--- src/rtl/reg_bank_pkg.sv ---
// Shared types for the register bank readback path.
// Response entry layout, occupancy states and counter limits.
package reg_bank_pkg;

  localparam int DATA_W_DEF = 16;
  localparam logic [15:0] COUNT_MAX = 16'hFFFF;

  typedef struct packed {
    logic                  err;
    logic [DATA_W_DEF-1:0] data;
  } rsp_entry_t;

  typedef enum logic [1:0] {
    EMPTY = 2'd0,
    ONE   = 2'd1,
    FULL  = 2'd2
  } occ_e;

endpackage

--- src/rtl/reg_bank_reader_rsp_fifo2.sv ---
// Two-entry in-order response buffer.
// Occupancy is tracked as an explicit EMPTY/ONE/FULL state.
module rsp_fifo2
  import reg_bank_pkg::*;
(
  input  logic       CLK,
  input  logic       RST,
  input  logic       push,
  input  logic       pop,
  input  rsp_entry_t wr_entry,
  output logic       full,
  output logic       empty,
  output rsp_entry_t head
);

  occ_e       state_q, state_d;
  rsp_entry_t mem_q [2];
  rsp_entry_t mem_d [2];
  logic       rd_q, rd_d;
  logic       wr_q, wr_d;
  logic       do_push;
  logic       do_pop;

  always_ff @(posedge CLK or posedge RST) begin
    if (RST) begin
      state_q  <= EMPTY;
      mem_q[0] <= '0;
      mem_q[1] <= '0;
      rd_q     <= 1'b0;
      wr_q     <= 1'b0;
    end else begin
      state_q  <= state_d;
      mem_q[0] <= mem_d[0];
      mem_q[1] <= mem_d[1];
      rd_q     <= rd_d;
      wr_q     <= wr_d;
    end
  end

  always_comb begin
    state_d  = state_q;
    mem_d[0] = mem_q[0];
    mem_d[1] = mem_q[1];
    rd_d     = rd_q;
    wr_d     = wr_q;
    do_push  = push && (state_q != FULL);
    do_pop   = pop && (state_q != EMPTY);

    if (do_push) begin
      mem_d[wr_q] = wr_entry;
      wr_d        = ~wr_q;
    end
    if (do_pop) begin
      rd_d = ~rd_q;
    end

    unique case (state_q)
      EMPTY: begin
        if (do_push) state_d = ONE;
      end
      ONE: begin
        if (do_push && !do_pop) state_d = FULL;
        else if (do_pop && !do_push) state_d = EMPTY;
      end
      FULL: begin
        if (do_pop) state_d = ONE;
      end
      default: state_d = EMPTY;
    endcase
  end

  assign full  = (state_q == FULL);
  assign empty = (state_q == EMPTY);
  // Idle outputs are forced to zero rather than exposing stale storage.
  assign head  = empty ? '0 : mem_q[rd_q];

endmodule

--- src/rtl/reg_bank_reader.sv ---
// Readback port for the 16-bit register bank.
// Samples one register per accepted request into a 2-deep response buffer.
module reg_bank_reader
  import reg_bank_pkg::*;
#(
  parameter int NUM_REGS = 8,
  parameter int DATA_W   = DATA_W_DEF,
  parameter int ADDR_W   = 4
) (
  input  logic                       CLK,
  input  logic                       RST,
  input  logic [NUM_REGS*DATA_W-1:0] REGS_IN,
  input  logic                       req_valid,
  input  logic [ADDR_W-1:0]          req_addr,
  output logic                       req_ready,
  output logic                       rsp_valid,
  input  logic                       rsp_ready,
  output logic [DATA_W-1:0]          rsp_data,
  output logic                       rsp_err,
  output logic [15:0]                rsp_count
);

  localparam logic [ADDR_W:0] NUM_REGS_W = (ADDR_W+1)'(NUM_REGS);

  logic              fifo_full;
  logic              fifo_empty;
  rsp_entry_t        head;
  rsp_entry_t        entry;
  logic              accept;
  logic              pop;
  logic              in_range;
  logic [DATA_W-1:0] reg_sel;
  logic [15:0]       count_q, count_d;

  assign req_ready = !fifo_full;
  assign rsp_valid = !fifo_empty;
  assign accept    = req_valid && req_ready;
  assign pop       = rsp_valid && rsp_ready;
  assign in_range  = {1'b0, req_addr} < NUM_REGS_W;

  always_comb begin
    reg_sel = '0;
    for (int i = 0; i < NUM_REGS; i++) begin
      if (req_addr == ADDR_W'(i)) begin
        reg_sel = REGS_IN[i*DATA_W +: DATA_W];
      end
    end
  end

  always_comb begin
    entry = '0;
    if (in_range) begin
      entry.data = reg_sel;
    end else begin
      entry.err = 1'b1;
    end
  end

  rsp_fifo2 u_fifo (
    .CLK      (CLK),
    .RST      (RST),
    .push     (accept),
    .pop      (pop),
    .wr_entry (entry),
    .full     (fifo_full),
    .empty    (fifo_empty),
    .head     (head)
  );

  assign rsp_data = head.data;
  assign rsp_err  = head.err;

  always_comb begin
    count_d = count_q;
    if (pop && (count_q != COUNT_MAX)) begin
      count_d = count_q + 16'd1;
    end
  end

  always_ff @(posedge CLK or posedge RST) begin
    if (RST) begin
      count_q <= '0;
    end else begin
      count_q <= count_d;
    end
  end

  assign rsp_count = count_q;

endmodule

--- config.mk ---
export PLATFORM = sky130hd
export DESIGN_NAME = reg_bank_reader
export DESIGN_NICKNAME = d
export VERILOG_FILES = /design/src/rtl/reg_bank_pkg.sv /design/src/rtl/reg_bank_reader_rsp_fifo2.sv /design/src/rtl/reg_bank_reader.sv
export SDC_FILE = /design/constraint.sdc
export NUM_CORES = 1
export LEC_CHECK = 0
export CAP_MARGIN = 0
export CORE_ASPECT_RATIO = 0.9
export CORE_UTILIZATION = 43
export DETAILED_ROUTE_END_ITERATION = 6
export GPL_TIMING_DRIVEN = 0
export PLACE_DENSITY = 0.79
export SLEW_MARGIN = 20
export SYNTH_ARGS = -nofsm -noshare
export SYNTH_HDL_FRONTEND = slang
export SYNTH_SLANG_ARGS = --single-unit
--- constraint.sdc ---
create_clock -name CLK -period 1.67 [get_ports CLK]
set_input_delay 0.167 -clock CLK [delete_from_list [all_inputs] [get_ports CLK]]
set_output_delay 0.167 -clock CLK [all_outputs]
set_load 0.005 [all_outputs]
Fig. 1: run 1, routed metal, one colour a layer
(3 px per um) Two of the layers only.
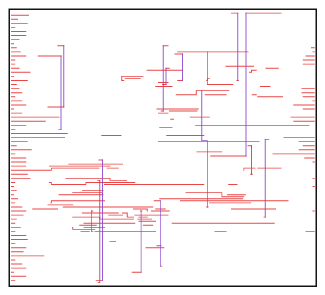
colour	layer	wire length
purple	M4	361 um
red	M3	1250 um

Fig. 2: run 1, pin placement
(4 px per um) Pins as bars across the die edge, other pins in grey.
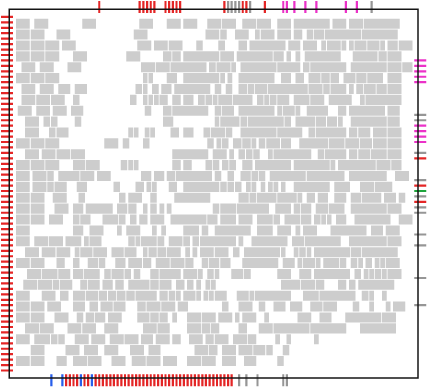
colour	port	pins	direction	edge
green	`req_ready`	1	output	right
magenta	`rsp_count`	16	output	9 right, 7 top
red	`REGS_IN`	128	input	66 left, 44 bottom, 15 top, 3 right
blue	`req_addr`	4	input	bottom
all pins by edge	66 left, 53 bottom, 28 top, 24 right
Die Y: 91.83 um
IO Port Bufs: 167
Die X: 101.8 um

==> job_summary.md <==
## Synthesis and layout report

| Metric | Value |
|---|---|
| Static Leak | `0.002565 uW` |
| Failing checks | `negative setup slack` |
| Period minus WS final | `1.738 ns` |
| DRC | `0` |
| Worst-path clk slew | `0.10 ns` |
| YS chip area | `0.003855 sq mm` |
| Status | `finished with violations` |
| Min-Delay Path Class | `in2async` |
| Antenna Cells | `0` |
| Post-CTS Hold Fix Bufs | `0` |
| Tcrit/Tclk final | `104.1%` |
| Clock share of power | `14.3%` |
| Sw frac | `35.30%` |
| Post-CTS Setup Bufs | `8` |
| Post-DR wirelength/cell | `18.53 um` |
| Combinational Power Share | `49.0%` |
| Main synth FF type | `dfrtp_1` |
| PnR worst setup slack | `-0.06832 ns` |
| Required @ worst endpoint | `1.50 ns` |
| Largest type area fraction | `35.05%` |
| Sw Pwr | `1890 uW` |
| Final Setup Violations | `3` |
| Top-level port count | `171` |
| Tool warning count | `28` |
| Achievable Freq | `0.5753 GHz` |
| Crit start category | `flop` |
| Yosys xor share | `3.181%` |
| Clock Tree Buf Depth | `2` |
| Biggest consumer | `combinational cells` |
| Critical Path AT | `1.57 ns` |
| Main area contributors | `dfrtp_1 35%, mux2i_1 9.1%, o21ai_0 7.3%` |
| Yosys Warn Count | `0` |
| Top-count cell post-synth | `o21ai_0` |
| GRT Total Usage | `28.98%` |
| Post-Layout Cell Count | `760` |
| Cell Rows | `32` |
| Max cap viols | `0` |
| Initial DRC count | `342` |
| Mux area share | `11.23%` |
| Worst-path fanout max | `8` |
| Area grow syn2layout | `58.42%` |
| CTS tree | `built` |
| Worst Setup EP | `rsp_data[14]` |
| Core box area | `0.008648 sq mm` |
| # nets final | `777` |
| Setup TNS | `-0.1220 ns` |
| Power Total | `5355 uW` |
Fig. 3: run 1, M4 wires
(4 px per um)
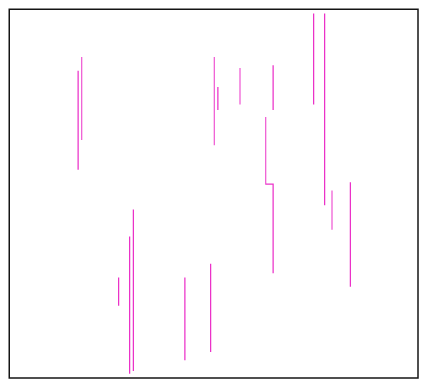
share of all routed wire	2.6%
wire length on this layer	361 um
longest straight run	47.6 um
main direction	vertical

Fig. 4: run 1, the clock network
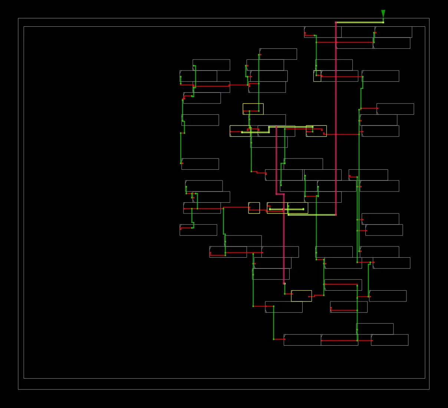
Insertion Delay late pin: 0.31 ns
cts bufs inserted: 5
layout clock buffer count: 6
Clk. pwr: 764 uW
clock skew: 0.008463 ns

## run 1: worst max-delay path, stage by stage, from the launching register on
cell and delay [ns]:
dfrtp_1 0.41, buf_6 0.15, buf_12 0.14, buf_8 0.13
mux2i_4 0.19, nor2_1 0.11, buf_2 0.12
## run 1: layer usage
layer / vias up / GRT usage (%) / part of all wire [%]
li1: 2055 / - / -
met1: 2082 / 38.27 / 39
met2: 277 / 47.80 / 49
met3: 33 / 5.564 / 8.9
met4: 0 / 8.333 / 2.6
met5: - / 0 / 0
## run 1: area by class of cell
cell class	instances	area [sq um]
Fill cell	678	2541
Multi-Input combinational cell	353	2430
Timing Repair Buffer	188	1831
Sequential cell	54	1358
Buffer	35	234.0
Tap cell	119	148.9
Clock buffer	6	82.58
Clock inverter	2	12.51
Inverter	3	11.26
Power figures rest on the tool's default switching activity, not on a simulated workload.
